Figure 1. Met2 routing.
Bar = 50 µm.
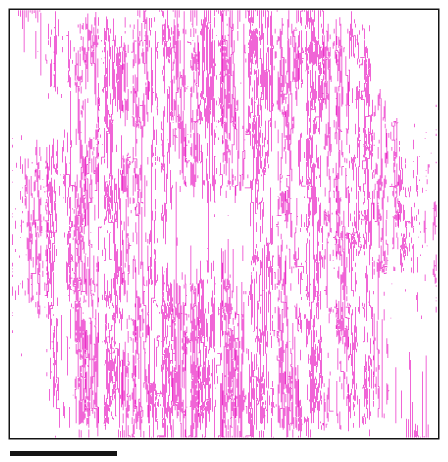
Figure 2. Sequential cells coloured by netlist name.
Other sequential cells in the stronger grey, the rest of the logic in the fainter grey.
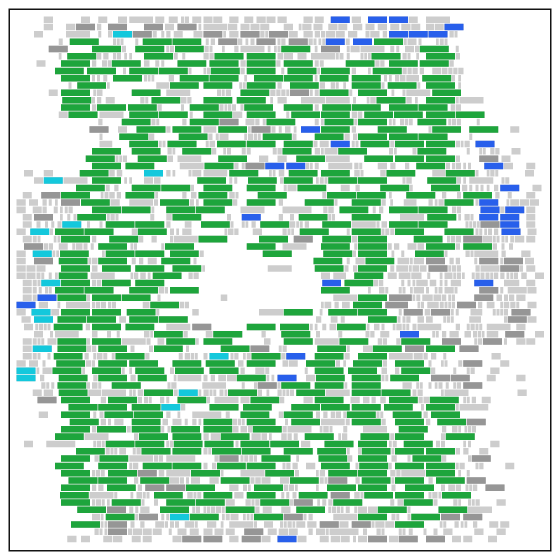
Figure 3. Port wiring.
Bar = 50 µm.
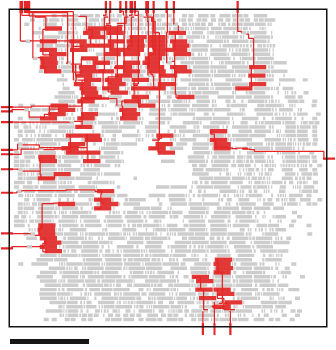
**config.mk**
```make
export PLATFORM = sky130hd
export DESIGN_NAME = cfg_issuer_flat
export DESIGN_NICKNAME = d
export VERILOG_FILES = /design/src/rtl/cfg_issuer_pkg.sv /design/src/rtl/cfg_issuer_if.sv /design/src/rtl/cfg_issuer_fifo.sv /design/src/rtl/cfg_issuer.sv /design/src/flat_wrapper.sv
export SDC_FILE = /design/constraint.sdc
export NUM_CORES = 1
export LEC_CHECK = 0
export ABC_AREA = 1
export CORE_MARGIN = 2
export CORE_UTILIZATION = 55
export CTS_CLUSTER_SIZE = 16
export DETAILED_ROUTE_END_ITERATION = 7
export HOLD_SLACK_MARGIN = 0.03
export PLACE_DENSITY = 0.81
export SYNTH_ARGS = -nofsm -noshare
export SYNTH_HDL_FRONTEND = slang
export SYNTH_SLANG_ARGS = --single-unit
```
**constraint.sdc**
```tcl
create_clock -name clk -period 13.5 [get_ports clk]
set_input_delay 3.375 -clock clk [delete_from_list [all_inputs] [get_ports clk]]
set_output_delay 3.375 -clock clk [all_outputs]
set_load 0.02 [all_outputs]
```
**src/rtl/cfg_issuer_pkg.sv**
```systemverilog
// Shared definitions for the configuration issuer: default field widths,
// the packed configuration set and the issue FSM state encoding.
package cfg_issuer_pkg;

  localparam int DEF_DATA_CWIDTH = 32;
  localparam int DEF_WICP_CWIDTH = 32;
  localparam int DEF_TMPC_CWIDTH = 32;
  localparam int DEF_POST_CWIDTH = 16;
  localparam int DEF_DEPTH       = 4;
  localparam int DEF_ACK_TIMEOUT = 8;

  typedef struct packed {
    logic [DEF_DATA_CWIDTH-1:0] data;
    logic [DEF_WICP_CWIDTH-1:0] wicp;
    logic [DEF_TMPC_CWIDTH-1:0] tmpc;
    logic [DEF_POST_CWIDTH-1:0] post;
  } cfg_set_t;

  typedef enum logic [1:0] {
    ST_IDLE      = 2'd0,
    ST_ISSUE     = 2'd1,
    ST_WAIT_ACK  = 2'd2,
    ST_WAIT_DONE = 2'd3
  } cfg_state_e;

endpackage

```
**src/rtl/cfg_issuer_if.sv**
```systemverilog
// Host push port plus target cfg port of the issuer, bundled as one interface.
// master is the issuer's view, slave is the surrounding host/target view.
interface cfg_issuer_if
  import cfg_issuer_pkg::*;
#(
  parameter int DATA_CWIDTH = DEF_DATA_CWIDTH,
  parameter int WICP_CWIDTH = DEF_WICP_CWIDTH,
  parameter int TMPC_CWIDTH = DEF_TMPC_CWIDTH,
  parameter int POST_CWIDTH = DEF_POST_CWIDTH,
  parameter int DEPTH       = DEF_DEPTH
);

  logic                     push_valid;
  logic                     push_ready;
  logic [DATA_CWIDTH-1:0]   push_data;
  logic [WICP_CWIDTH-1:0]   push_wicp;
  logic [TMPC_CWIDTH-1:0]   push_tmpc;
  logic [POST_CWIDTH-1:0]   push_post;

  logic                     cfg_valid;
  logic                     cfg_busy;
  logic [DATA_CWIDTH-1:0]   cfg_data_data;
  logic [WICP_CWIDTH-1:0]   cfg_wicp_data;
  logic [TMPC_CWIDTH-1:0]   cfg_tmpc_data;
  logic [POST_CWIDTH-1:0]   cfg_post_data;

  logic                     issue_done;
  logic [$clog2(DEPTH):0]   pending;
  logic                     timeout_err;

  modport master (
    input  push_valid, push_data, push_wicp, push_tmpc, push_post, cfg_busy,
    output push_ready, cfg_valid, cfg_data_data, cfg_wicp_data, cfg_tmpc_data,
           cfg_post_data, issue_done, pending, timeout_err
  );

  modport slave (
    output push_valid, push_data, push_wicp, push_tmpc, push_post, cfg_busy,
    input  push_ready, cfg_valid, cfg_data_data, cfg_wicp_data, cfg_tmpc_data,
           cfg_post_data, issue_done, pending, timeout_err
  );

endinterface

```
**src/rtl/cfg_issuer_fifo.sv**
```systemverilog
// Single-clock FIFO with wrap-bit pointers and a registered occupancy count.
// The head entry is visible combinationally so the consumer can load it on pop.
module cfg_issuer_fifo #(
  parameter int WIDTH = 8,
  parameter int DEPTH = 4
) (
  input  logic                   clk,
  input  logic                   rst,
  input  logic                   wr_en,
  input  logic [WIDTH-1:0]       wr_data,
  input  logic                   rd_en,
  output logic [WIDTH-1:0]       rd_data,
  output logic [$clog2(DEPTH):0] count
);

  localparam int AW = $clog2(DEPTH);
  localparam logic [AW:0] PTR_ONE = {{AW{1'b0}}, 1'b1};

  logic [WIDTH-1:0] mem_r [DEPTH];
  logic [AW:0]      wr_ptr_r;
  logic [AW:0]      rd_ptr_r;
  logic [AW:0]      count_r;
  logic             full_s;
  logic             empty_s;
  logic             wr_ok_s;
  logic             rd_ok_s;

  // Overflow/underflow are blocked here as well, independent of the caller.
  assign full_s  = (wr_ptr_r[AW] != rd_ptr_r[AW]) &&
                   (wr_ptr_r[AW-1:0] == rd_ptr_r[AW-1:0]);
  assign empty_s = (wr_ptr_r == rd_ptr_r);
  assign wr_ok_s = wr_en && !full_s;
  assign rd_ok_s = rd_en && !empty_s;
  assign rd_data = mem_r[rd_ptr_r[AW-1:0]];
  assign count   = count_r;

  // Storage write port.
  always_ff @(posedge clk) begin
    if (wr_ok_s) begin
      mem_r[wr_ptr_r[AW-1:0]] <= wr_data;
    end
  end

  // Pointer and occupancy bookkeeping.
  always_ff @(posedge clk) begin
    if (rst) begin
      wr_ptr_r <= {(AW+1){1'b0}};
      rd_ptr_r <= {(AW+1){1'b0}};
      count_r  <= {(AW+1){1'b0}};
    end else begin
      if (wr_ok_s) begin
        wr_ptr_r <= wr_ptr_r + PTR_ONE;
      end
      if (rd_ok_s) begin
        rd_ptr_r <= rd_ptr_r + PTR_ONE;
      end
      case ({wr_ok_s, rd_ok_s})
        2'b10:   count_r <= count_r + PTR_ONE;
        2'b01:   count_r <= count_r - PTR_ONE;
        default: count_r <= count_r;
      endcase
    end
  end

endmodule

```
**src/rtl/cfg_issuer.sv**
```systemverilog
// Configuration issuer: buffers complete config sets and hands them to the
// array one at a time over the cfg_valid / cfg_busy handshake.
module cfg_issuer
  import cfg_issuer_pkg::*;
#(
  parameter int DATA_CWIDTH = DEF_DATA_CWIDTH,
  parameter int WICP_CWIDTH = DEF_WICP_CWIDTH,
  parameter int TMPC_CWIDTH = DEF_TMPC_CWIDTH,
  parameter int POST_CWIDTH = DEF_POST_CWIDTH,
  parameter int DEPTH       = DEF_DEPTH,
  parameter int ACK_TIMEOUT = DEF_ACK_TIMEOUT
) (
  input  logic         clk,
  input  logic         rst,
  cfg_issuer_if.master bus
);

  localparam int SET_W    = DATA_CWIDTH + WICP_CWIDTH + TMPC_CWIDTH + POST_CWIDTH;
  localparam int CNT_W    = $clog2(DEPTH) + 1;
  localparam int TMPC_LSB = POST_CWIDTH;
  localparam int WICP_LSB = TMPC_LSB + TMPC_CWIDTH;
  localparam int DATA_LSB = WICP_LSB + WICP_CWIDTH;
  localparam int ACK_W    = (ACK_TIMEOUT > 1) ? $clog2(ACK_TIMEOUT) : 1;

  localparam logic [ACK_W-1:0] ACK_LAST = ACK_W'(ACK_TIMEOUT - 1);
  localparam logic [ACK_W-1:0] ACK_ONE  = ACK_W'(1);
  localparam logic [CNT_W-1:0] CNT_FULL = CNT_W'(DEPTH);

  localparam logic [1:0] S_IDLE      = 2'(ST_IDLE);
  localparam logic [1:0] S_ISSUE     = 2'(ST_ISSUE);
  localparam logic [1:0] S_WAIT_ACK  = 2'(ST_WAIT_ACK);
  localparam logic [1:0] S_WAIT_DONE = 2'(ST_WAIT_DONE);

  logic [1:0]             state_r;
  logic [1:0]             state_nxt_s;
  logic [ACK_W-1:0]       ack_cnt_r;
  logic [SET_W-1:0]       push_set_s;
  logic [SET_W-1:0]       head_s;
  logic [CNT_W-1:0]       count_s;
  logic                   push_fire_s;
  logic                   pop_s;
  logic                   done_s;
  logic                   ack_timeout_s;
  logic                   cfg_valid_r;
  logic                   issue_done_r;
  logic                   timeout_err_r;
  logic [DATA_CWIDTH-1:0] data_r;
  logic [WICP_CWIDTH-1:0] wicp_r;
  logic [TMPC_CWIDTH-1:0] tmpc_r;
  logic [POST_CWIDTH-1:0] post_r;

  // Readiness comes from the registered count only, so a pop on the same
  // edge never lets a push into a full buffer.
  assign push_fire_s = bus.push_valid && (count_s != CNT_FULL);
  assign push_set_s  = {bus.push_data, bus.push_wicp, bus.push_tmpc, bus.push_post};

  cfg_issuer_fifo #(
    .WIDTH (SET_W),
    .DEPTH (DEPTH)
  ) u_fifo (
    .clk     (clk),
    .rst     (rst),
    .wr_en   (push_fire_s),
    .wr_data (push_set_s),
    .rd_en   (pop_s),
    .rd_data (head_s),
    .count   (count_s)
  );

  // Next-state logic; the pop happens on the edge that enters ISSUE.
  always_comb begin
    state_nxt_s   = state_r;
    pop_s         = 1'b0;
    done_s        = 1'b0;
    ack_timeout_s = 1'b0;
    case (state_r)
      S_IDLE: begin
        if ((count_s != {CNT_W{1'b0}}) && !bus.cfg_busy) begin
          state_nxt_s = S_ISSUE;
          pop_s       = 1'b1;
        end else begin
          state_nxt_s = S_IDLE;
        end
      end
      S_ISSUE: begin
        state_nxt_s = S_WAIT_ACK;
      end
      S_WAIT_ACK: begin
        if (bus.cfg_busy) begin
          state_nxt_s = S_WAIT_DONE;
        end else if (ack_cnt_r == ACK_LAST) begin
          // Busy never rose: treat the set as completed instantly.
          state_nxt_s   = S_IDLE;
          done_s        = 1'b1;
          ack_timeout_s = 1'b1;
        end else begin
          state_nxt_s = S_WAIT_ACK;
        end
      end
      S_WAIT_DONE: begin
        if (!bus.cfg_busy) begin
          state_nxt_s = S_IDLE;
          done_s      = 1'b1;
        end else begin
          state_nxt_s = S_WAIT_DONE;
        end
      end
      default: begin
        state_nxt_s = S_IDLE;
      end
    endcase
  end

  // FSM state, ack counter and status strobes.
  always_ff @(posedge clk) begin
    if (rst) begin
      state_r       <= S_IDLE;
      ack_cnt_r     <= {ACK_W{1'b0}};
      cfg_valid_r   <= 1'b0;
      issue_done_r  <= 1'b0;
      timeout_err_r <= 1'b0;
    end else begin
      state_r      <= state_nxt_s;
      cfg_valid_r  <= pop_s;
      issue_done_r <= done_s;
      if (ack_timeout_s) begin
        timeout_err_r <= 1'b1;
      end
      if (state_r == S_ISSUE) begin
        ack_cnt_r <= {ACK_W{1'b0}};
      end else if (state_r == S_WAIT_ACK) begin
        ack_cnt_r <= ack_cnt_r + ACK_ONE;
      end else begin
        ack_cnt_r <= ack_cnt_r;
      end
    end
  end

  // Issued fields load with the head set on ISSUE entry and hold afterwards.
  always_ff @(posedge clk) begin
    if (rst) begin
      data_r <= {DATA_CWIDTH{1'b0}};
      wicp_r <= {WICP_CWIDTH{1'b0}};
      tmpc_r <= {TMPC_CWIDTH{1'b0}};
      post_r <= {POST_CWIDTH{1'b0}};
    end else if (pop_s) begin
      data_r <= head_s[DATA_LSB +: DATA_CWIDTH];
      wicp_r <= head_s[WICP_LSB +: WICP_CWIDTH];
      tmpc_r <= head_s[TMPC_LSB +: TMPC_CWIDTH];
      post_r <= head_s[0 +: POST_CWIDTH];
    end
  end

  assign bus.push_ready    = (count_s != CNT_FULL);
  assign bus.pending       = count_s;
  assign bus.cfg_valid     = cfg_valid_r;
  assign bus.issue_done    = issue_done_r;
  assign bus.timeout_err   = timeout_err_r;
  assign bus.cfg_data_data = data_r;
  assign bus.cfg_wicp_data = wicp_r;
  assign bus.cfg_tmpc_data = tmpc_r;
  assign bus.cfg_post_data = post_r;

endmodule

```
**src/flat_wrapper.sv**
```systemverilog
// flat-port wrapper written by rule: the top's interface ports become plain ports
module cfg_issuer_flat import cfg_issuer_pkg::*;
#(
  parameter int DATA_CWIDTH = DEF_DATA_CWIDTH,
  parameter int WICP_CWIDTH = DEF_WICP_CWIDTH,
  parameter int TMPC_CWIDTH = DEF_TMPC_CWIDTH,
  parameter int POST_CWIDTH = DEF_POST_CWIDTH,
  parameter int DEPTH       = DEF_DEPTH,
  parameter int ACK_TIMEOUT = DEF_ACK_TIMEOUT
)
  (clk, rst, bus_push_valid, bus_push_data, bus_push_wicp, bus_push_tmpc, bus_push_post, bus_cfg_busy, bus_push_ready, bus_cfg_valid, bus_cfg_data_data, bus_cfg_wicp_data, bus_cfg_tmpc_data, bus_cfg_post_data, bus_issue_done, bus_pending, bus_timeout_err);
  cfg_issuer_if #(.DATA_CWIDTH(DATA_CWIDTH), .WICP_CWIDTH(WICP_CWIDTH), .TMPC_CWIDTH(TMPC_CWIDTH), .POST_CWIDTH(POST_CWIDTH), .DEPTH(DEPTH)) bus_i ();
  input  logic clk;
  input  logic rst;
  input wire logic [$bits(bus_i.push_valid)-1:0] bus_push_valid;
  input wire logic [$bits(bus_i.push_data)-1:0] bus_push_data;
  input wire logic [$bits(bus_i.push_wicp)-1:0] bus_push_wicp;
  input wire logic [$bits(bus_i.push_tmpc)-1:0] bus_push_tmpc;
  input wire logic [$bits(bus_i.push_post)-1:0] bus_push_post;
  input wire logic [$bits(bus_i.cfg_busy)-1:0] bus_cfg_busy;
  output wire logic [$bits(bus_i.push_ready)-1:0] bus_push_ready;
  output wire logic [$bits(bus_i.cfg_valid)-1:0] bus_cfg_valid;
  output wire logic [$bits(bus_i.cfg_data_data)-1:0] bus_cfg_data_data;
  output wire logic [$bits(bus_i.cfg_wicp_data)-1:0] bus_cfg_wicp_data;
  output wire logic [$bits(bus_i.cfg_tmpc_data)-1:0] bus_cfg_tmpc_data;
  output wire logic [$bits(bus_i.cfg_post_data)-1:0] bus_cfg_post_data;
  output wire logic [$bits(bus_i.issue_done)-1:0] bus_issue_done;
  output wire logic [$bits(bus_i.pending)-1:0] bus_pending;
  output wire logic [$bits(bus_i.timeout_err)-1:0] bus_timeout_err;
  assign bus_i.push_valid = bus_push_valid;
  assign bus_i.push_data = bus_push_data;
  assign bus_i.push_wicp = bus_push_wicp;
  assign bus_i.push_tmpc = bus_push_tmpc;
  assign bus_i.push_post = bus_push_post;
  assign bus_i.cfg_busy = bus_cfg_busy;
  assign bus_push_ready = bus_i.push_ready;
  assign bus_cfg_valid = bus_i.cfg_valid;
  assign bus_cfg_data_data = bus_i.cfg_data_data;
  assign bus_cfg_wicp_data = bus_i.cfg_wicp_data;
  assign bus_cfg_tmpc_data = bus_i.cfg_tmpc_data;
  assign bus_cfg_post_data = bus_i.cfg_post_data;
  assign bus_issue_done = bus_i.issue_done;
  assign bus_pending = bus_i.pending;
  assign bus_timeout_err = bus_i.timeout_err;
  cfg_issuer #(.DATA_CWIDTH(DATA_CWIDTH), .WICP_CWIDTH(WICP_CWIDTH), .TMPC_CWIDTH(TMPC_CWIDTH), .POST_CWIDTH(POST_CWIDTH), .DEPTH(DEPTH), .ACK_TIMEOUT(ACK_TIMEOUT)) u_core (.clk(clk), .rst(rst), .bus(bus_i));
endmodule
```
==> reports/summary.json <==
{
  "run_status": {
    "run_status": "finished clean"
  },
  "sta": {
    "final_hold_viol_count": 0,
    "worst_slew_margin_rel": 0.270,
    "finalClockPeriodUsage": 0.428,
    "timing.clock.skew_ns": 0.0153,
    "min_period_ns": 5.78,
    "layout_setup_ws_ns": 7.72,
    "timing.setup.tns_ns": 0,
    "finalSetupViolations": 0
  },
  "clock_network": {
    "cts_max_path_buffers": 3,
    "clock_insertion_delay_worst_skew_ns": 0.57,
    "path_clk_slew_ns": 0.06,
    "number_of_buffers_inserted_by_post_cts_setup_repair": 0
  },
  "global_route": {
    "grt_overflow_total": 0,
    "global_route_wire_length_before_repair_um": 75500,
    "grt_start_max_net_pins": 115,
    "globalRouteMet1Util": 0.327,
    "grt_pass1_vias": 13752,
    "met2_usage_grt": 0.391
  },
  "setup_path": {
    "cp_slowest_cell": "sky130_fd_sc_hd__buf_4",
    "crit_path_max_incr_delay_ns": 0.75,
    "critPathLaunchType": "input port",
    "timing.critical_path.fanout_max": 64,
    "timing.critical_path.cells": "clkdlybuf4s50_1 -> and2_1 -> nand2_4 -> nor2_4 -> buf_4 -> buf_4",
    "endpoint_kind": "flip-flop",
    "worst-r2r-setup-slack_ns": 9.40,
    "regToRegStartpoint": "u_core.u_fifo.rd_ptr_r[1]",
    "timing.critical_path.from": "bus_push_valid"
  },
  "detailed_routing": {
    "detailroute.via_count": 14010,
    "totalWireLength_um": 48600,
    "route.detailed.wl_per_inst_um": 19.8,
    "drc_errors": 0,
    "drtAntennaViolNets": 0,
    "first_pass_iters": 5,
    "top_layer_used": "met5"
  },
  "synth": {
    "ff_type": "sky130_fd_sc_hd__edfxtp_1",
    "synthesis.instances": 1689,
    "synthMuxAreaShare": 0,
    "xor_xnor_share_of_the_synthesized_area": 0.000822,
    "synth_cell_type_count": 31,
    "netlist.top_cell.by_area": "sky130_fd_sc_hd__edfxtp_1",
    "yosys.area_share.aoi": 0.116,
    "synthTopLogicFamily": "AND-OR/OR-AND gates",
    "yosysTopAreaCellShare": 0.632,
    "synth.cells.most_frequent": "sky130_fd_sc_hd__nor2_1 (462), sky130_fd_sc_hd__edfxtp_1 (448), sky130_fd_sc_hd__o21ai_0 (313)",
    "yosys.cell_count.top_type": "sky130_fd_sc_hd__nor2_1",
    "syn_avg_cell_area_um2": 12.6,
    "ys_sh_adder": 0.00564,
    "area_leaders": "sky130_fd_sc_hd__edfxtp_1 (63%), sky130_fd_sc_hd__dfxtp_1 (12%), sky130_fd_sc_hd__nor2_1 (8.1%), sky130_fd_sc_hd__o21ai_0 (7.4%), sky130_fd_sc_hd__o22ai_1 (3.3%)"
  },
  "pwr": {
    "pwr_density_cell_nw_per_um2": 169,
    "power.share.sequential": 0.487,
    "net_switching_power_figure_mw": 1.12,
    "cell_internal_pwr_mw": 3.24,
    "ir_worst_vdd_v": 0.000100,
    "switching_fraction": 0.257,
    "power.static_leakage_nw": 8.78
  },
  "floorplan": {
    "floorplan.rows": 72,
    "die_width_um": 201,
    "initial_core_util": 0.554,
    "fp.dieArea_um2": 40300,
    "placeableCoreArea_um2": 38500
  },
  "final_layout": {
    "drive_gt1_frac": 0.0626,
    "num-nonclk-inverters": 20,
    "clk_share": 0.0739,
    "num_antenna_cells": 5,
    "numSequentialCells": 577,
    "largest_register_ffs": 448,
    "top_layout_cell": "sky130_fd_sc_hd__nor2_1",
    "total_nets_final": 2011,
    "multi_input_comb_cells": 982,
    "area.sequential_um2": 16000,
    "area_growth_pct": 20.9,
    "comb-cell-share": 0.179,
    "layout.non_clock_buffers": 250,
    "fillCellCount": 2613,
    "area.share.sequential": 0.623,
    "finish.utilization": 0.670,
    "area.combinational_um2": 4610,
    "final_area_um2": 25800,
    "final_layout_top_logic_cells": "sky130_fd_sc_hd__nor2_1 (458), sky130_fd_sc_hd__edfxtp_1 (448), sky130_fd_sc_hd__o21ai_0 (313)"
  },
  "worst_hold_path": {
    "worstHoldStart": "u_core.bus.timeout_err",
    "timing.hold.worst.class": "reg -> reg"
  },
  "placed_design": {
    "detailed_place.area_um2": 23800,
    "half_perimeter_wire_length_after_placement_um": 27000,
    "final_replace_weighted_congestion": 0.784,
    "place.port_buffers": 234
  }
}
-- Figure 1 (at the start) --
nets with wire on the layer	1610
share of all routed wire	49%
longest straight run	68.3 µm
wire length on this layer	23.7 mm
main direction	vertical

-- Figure 2 (at the start) --
colour	name in the netlist	sequential cells
blue	u_core.bus.cfg_wicp_data	32
green	u_core.u_fifo.mem_r	448
cyan	u_core.bus.cfg_post_data	16
not coloured	81

-- Figure 3 (at the start) --
colour	port	bits	direction	end cells	buffers	wire
red	bus_push_data	32	input	128	32	1990 µm

[critical path, delay by kind of cell]
kind                   cells  cell delay [ns]
buffers and inverters      3             1.91
and+or+nand+nor            3             0.53
[power groups by stage]
stage / clock (mW) / combinational [mW] / sequential (mW)
after floorplan: 0 / 0.321 / 2.22
final: 1.58 / 0.658 / 2.13
after detailed placement: 0 / 0.654 / 2.16
after CTS: 1.60 / 0.660 / 2.13
after global placement: 0 / 0.635 / 2.16
after global routing: 1.68 / 0.714 / 2.14
[worst paths after layout]
kind	endpoint	depth (start not counted)
hold / removal	u_core.bus.timeout_err	2
hold reg to reg	u_core.bus.timeout_err	2
setup / recovery	u_core.u_fifo.mem_r[1][33]	6
setup reg to reg	u_core.u_fifo.mem_r[1][33]	8
Power figures rest on the tool's default switching activity, not on a simulated workload.
